Design truth_table_sweeper, sky130hd; sources not shown.
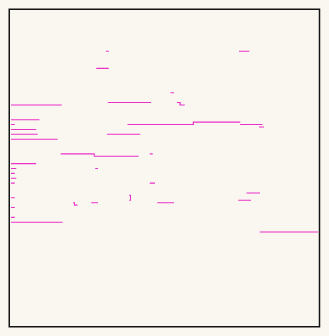
run_1/met3.png
- main direction: horizontal
- longest straight run: 18.2 um
- nets with wire on the layer: 28
- share of all routed wire: 3.0%
via count: 1,536
Detailed Route WL: 6700 um
GR Util met3: 0.0319

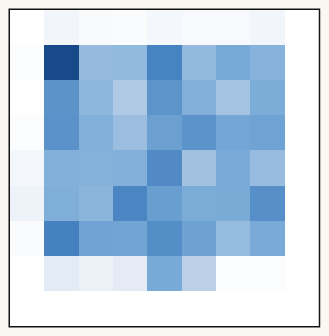
run_1/density.png
The die is cut into 9 by 9 equal tiles; white is low, dark blue is high, 0 to 100% covered.
- emptiest ninth of the die: bottom right
- densest ninth of the die: middle
- nearly empty tiles: 26%
- fullest tile: 89%
- mean over tiles: 28%
Core Util at FP: 0.287
Core Area: 0.00491 sq mm
Post-Route Utilization: 0.457

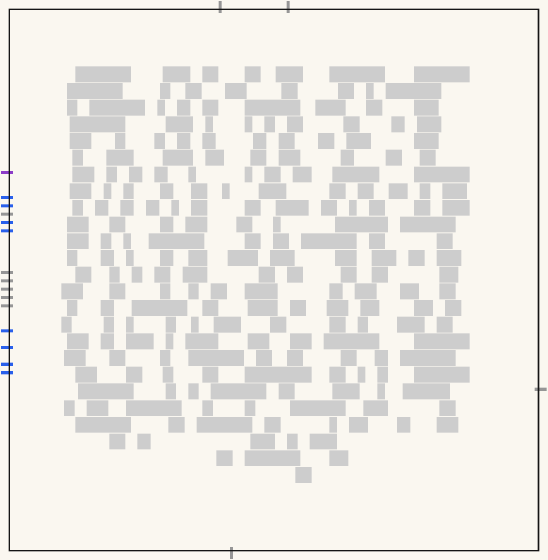
run_1/pins.png
Pins as bars across the die edge, other pins in gray.
- blue: `truth_table` (pins 8; direction output; edge left)
- purple: `clk` (pins 1; direction input; edge left)
- all pins by edge: 15 left, 2 top, 1 bottom, 1 right
port bufs: 18
Die X: 86 um

==> flow_metrics.env, run 1 <==
# flow metrics
export IMPL_status="complete, but fails checks"
export IMPL_violations="setup timing"
export IMPL_clk_power_uw=501
export IMPL_mi_logic_area_sq_um=962
export IMPL_hold_viol=0
export IMPL_power_total_uw=3310
export IMPL_max_vdd_ir_drop_v=0.000498
export IMPL_p_seq_uw=705
export IMPL_ys_ff=22
export IMPL_htreeDepth=1
export IMPL_syn_num_nets=167
export IMPL_ys_sh_simple=0.211
export IMPL_seq_share=0.245
export IMPL_swShare=0.431
export IMPL_setup_violations=11
export IMPL_fin_ws_ns=-0.226
export IMPL_wl_met2_um=3790
export IMPL_report_final_slew_viol_count=0
export IMPL_overflow=0
export IMPL_clkCellAreaFrac=0.0318
export IMPL_ff_count=22
export IMPL_highest_layer="met4"
export IMPL_drt_iter0_drc=59
export IMPL_grt_pass1_wl_um=9960
export IMPL_grt_setup_unrepaired="true"
export IMPL_clkLatencyLatePin_ns=0.28
export IMPL_cp_slowest_cell="or4_4"
export IMPL_crit_type="flip-flop to flip-flop"
export IMPL_critPathMaxFanout=3
export IMPL_via_per_inst=5.37
export IMPL_hp_class="primary input to asynchronous set/reset pin"
export IMPL_area_growth_pct=59.5
export IMPL_post_cts_buffers=7
export IMPL_adder_share=0.0978
export IMPL_comb_share=0.429
export IMPL_buffer_area_frac=0.237
export IMPL_edf_count=0
export IMPL_cp_start_kind="flip-flop"
## Run 2: what changed since run 1
--- a/config.mk
+++ b/config.mk
@@ -14,6 +14,7 @@
 export DIE_AREA = 0 0 86 88
 export GPL_TIMING_DRIVEN = 1
 export PLACE_DENSITY = 0.82
+export REMOVE_ABC_BUFFERS = 1
 export SYNTH_ARGS = -nofsm -noshare
 export SYNTH_HDL_FRONTEND = slang
 export SYNTH_SLANG_ARGS = --single-unit
==> flow_metrics.env, run 2 <==
# flow metrics
export IMPL_vias=1577
export IMPL_grt_pass1_wl_um=10700
export IMPL_max_vdd_ir_drop_v=0.000760
export IMPL_htreeDepth=1
export IMPL_setup_violations=12
export IMPL_p_seq_uw=728
export IMPL_edf_count=0
export IMPL_grt_setup_unrepaired="true"
export IMPL_adder_share=0.0978
export IMPL_coreArea_sq_mm=0.00491
export IMPL_seq_share=0.250
export IMPL_globalRouteMet3Util=0.0497
export IMPL_comb_share=0.426
export IMPL_fin_ws_ns=-0.200
export IMPL_final_core_util=0.449
export IMPL_fp_util=0.287
export IMPL_cp_start_kind="flip-flop"
export IMPL_cp_slowest_cell="or4_4"
export IMPL_power_total_uw=3340
export IMPL_status="complete, but fails checks"
export IMPL_portBuffers=18
export IMPL_ys_sh_simple=0.211
export IMPL_ys_ff=22
export IMPL_violations="setup timing"
export IMPL_highest_layer="met4"
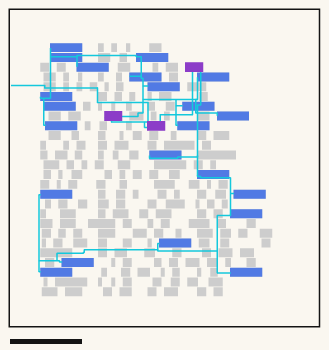
run_2/clock_map.png
Scale bar: 20 um.
- cyan: clock wires (length 392 um)
- blue: flip-flops (count 22)
- purple: cells driving clock nets (count 3)
- flops lie: widely spread
- routed clock nets: 4
Late-Pin Clk Latency: 0.28 ns
Clock power frac: 0.149
P_clk: 498 uW

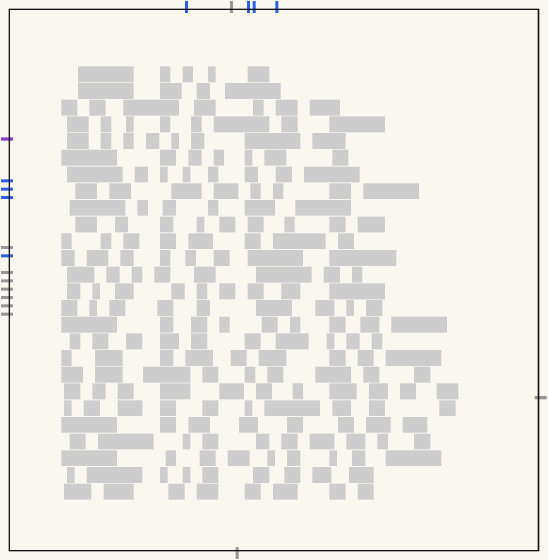
run_2/pins.png
Pins as bars across the die edge, other pins in gray.
- blue: `truth_table` (pins 8; direction output; edge 4 top, 4 left)
- purple: `clk` (pins 1; direction input; edge left)
- all pins by edge: 12 left, 5 top, 1 right, 1 bottom
DIE HEIGHT: 88 um

## Run 3: what changed since run 2
--- a/config.mk
+++ b/config.mk
@@ -8,12 +8,12 @@
 export CAP_MARGIN = 10
 export CELL_PAD_IN_SITES_DETAIL_PLACEMENT = 2
 export CELL_PAD_IN_SITES_GLOBAL_PLACEMENT = 2
-export CORE_AREA = 8 8 78 80
+export CORE_AREA = 8 8 72 74
 export CTS_CLUSTER_DIAMETER = 60
 export DETAILED_ROUTE_END_ITERATION = 8
-export DIE_AREA = 0 0 86 88
+export DIE_AREA = 0 0 80 82
 export GPL_TIMING_DRIVEN = 1
-export PLACE_DENSITY = 0.82
+export PLACE_DENSITY = 0.91
 export REMOVE_ABC_BUFFERS = 1
 export SYNTH_ARGS = -nofsm -noshare
 export SYNTH_HDL_FRONTEND = slang
==> constraint.sdc (replaced) <==
create_clock -name clk -period 2.4 [get_ports clk]
set_input_delay 0.48 -clock clk [delete_from_list [all_inputs] [get_ports clk]]
set_output_delay 0.48 -clock clk [all_outputs]
set_load 0.02 [all_outputs]
==> flow_metrics.env, run 3 <==
# flow metrics
export IMPL_grt_pass1_wl_um=7750
export IMPL_overflow=0
export IMPL_crit_type="flip-flop to output pin"
export IMPL_portBuffers=18
export IMPL_clkCellAreaFrac=0.0311
export IMPL_power_total_uw=1740
export IMPL_htreeDepth=1
export IMPL_hold_viol=0
export IMPL_adder_share=0.0978
export IMPL_setup_violations=0
export IMPL_critPathMaxFanout=7
export IMPL_globalRouteMet3Util=0.0252
export IMPL_swShare=0.433
export IMPL_clk_power_uw=283
export IMPL_report_final_slew_viol_count=0
export IMPL_clkLatencyLatePin_ns=0.27
export IMPL_via_per_inst=5.57
export IMPL_p_clk_frac=0.163
export IMPL_max_vdd_ir_drop_v=0.000630
export IMPL_mi_logic_area_sq_um=792
export IMPL_comb_share=0.448
export IMPL_status="complete, no violations"
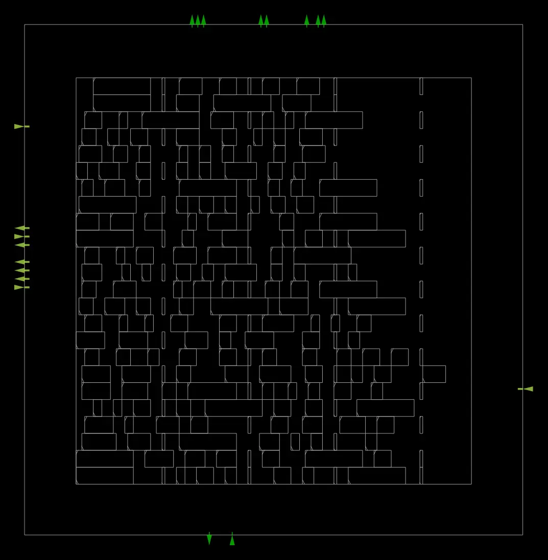
run_3/final_placement.png
non-filler cells, final: 231
Post-Route Utilization: 0.427
Core Area: 0.00414 sq mm
flop share of the area: 0.311

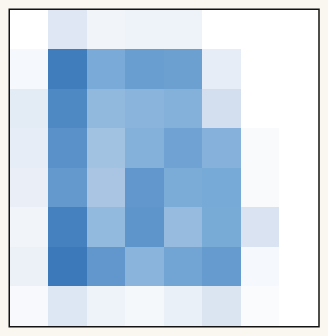
run_3/density.png
The die is cut into 8 by 8 equal tiles; white is low, dark blue is high, 0 to 100% covered.
- fullest tile: 70%
- nearly empty tiles: 20%
- densest ninth of the die: middle
Core Util at FP: 0.340

Power is estimated from default activity; no workload was simulated.
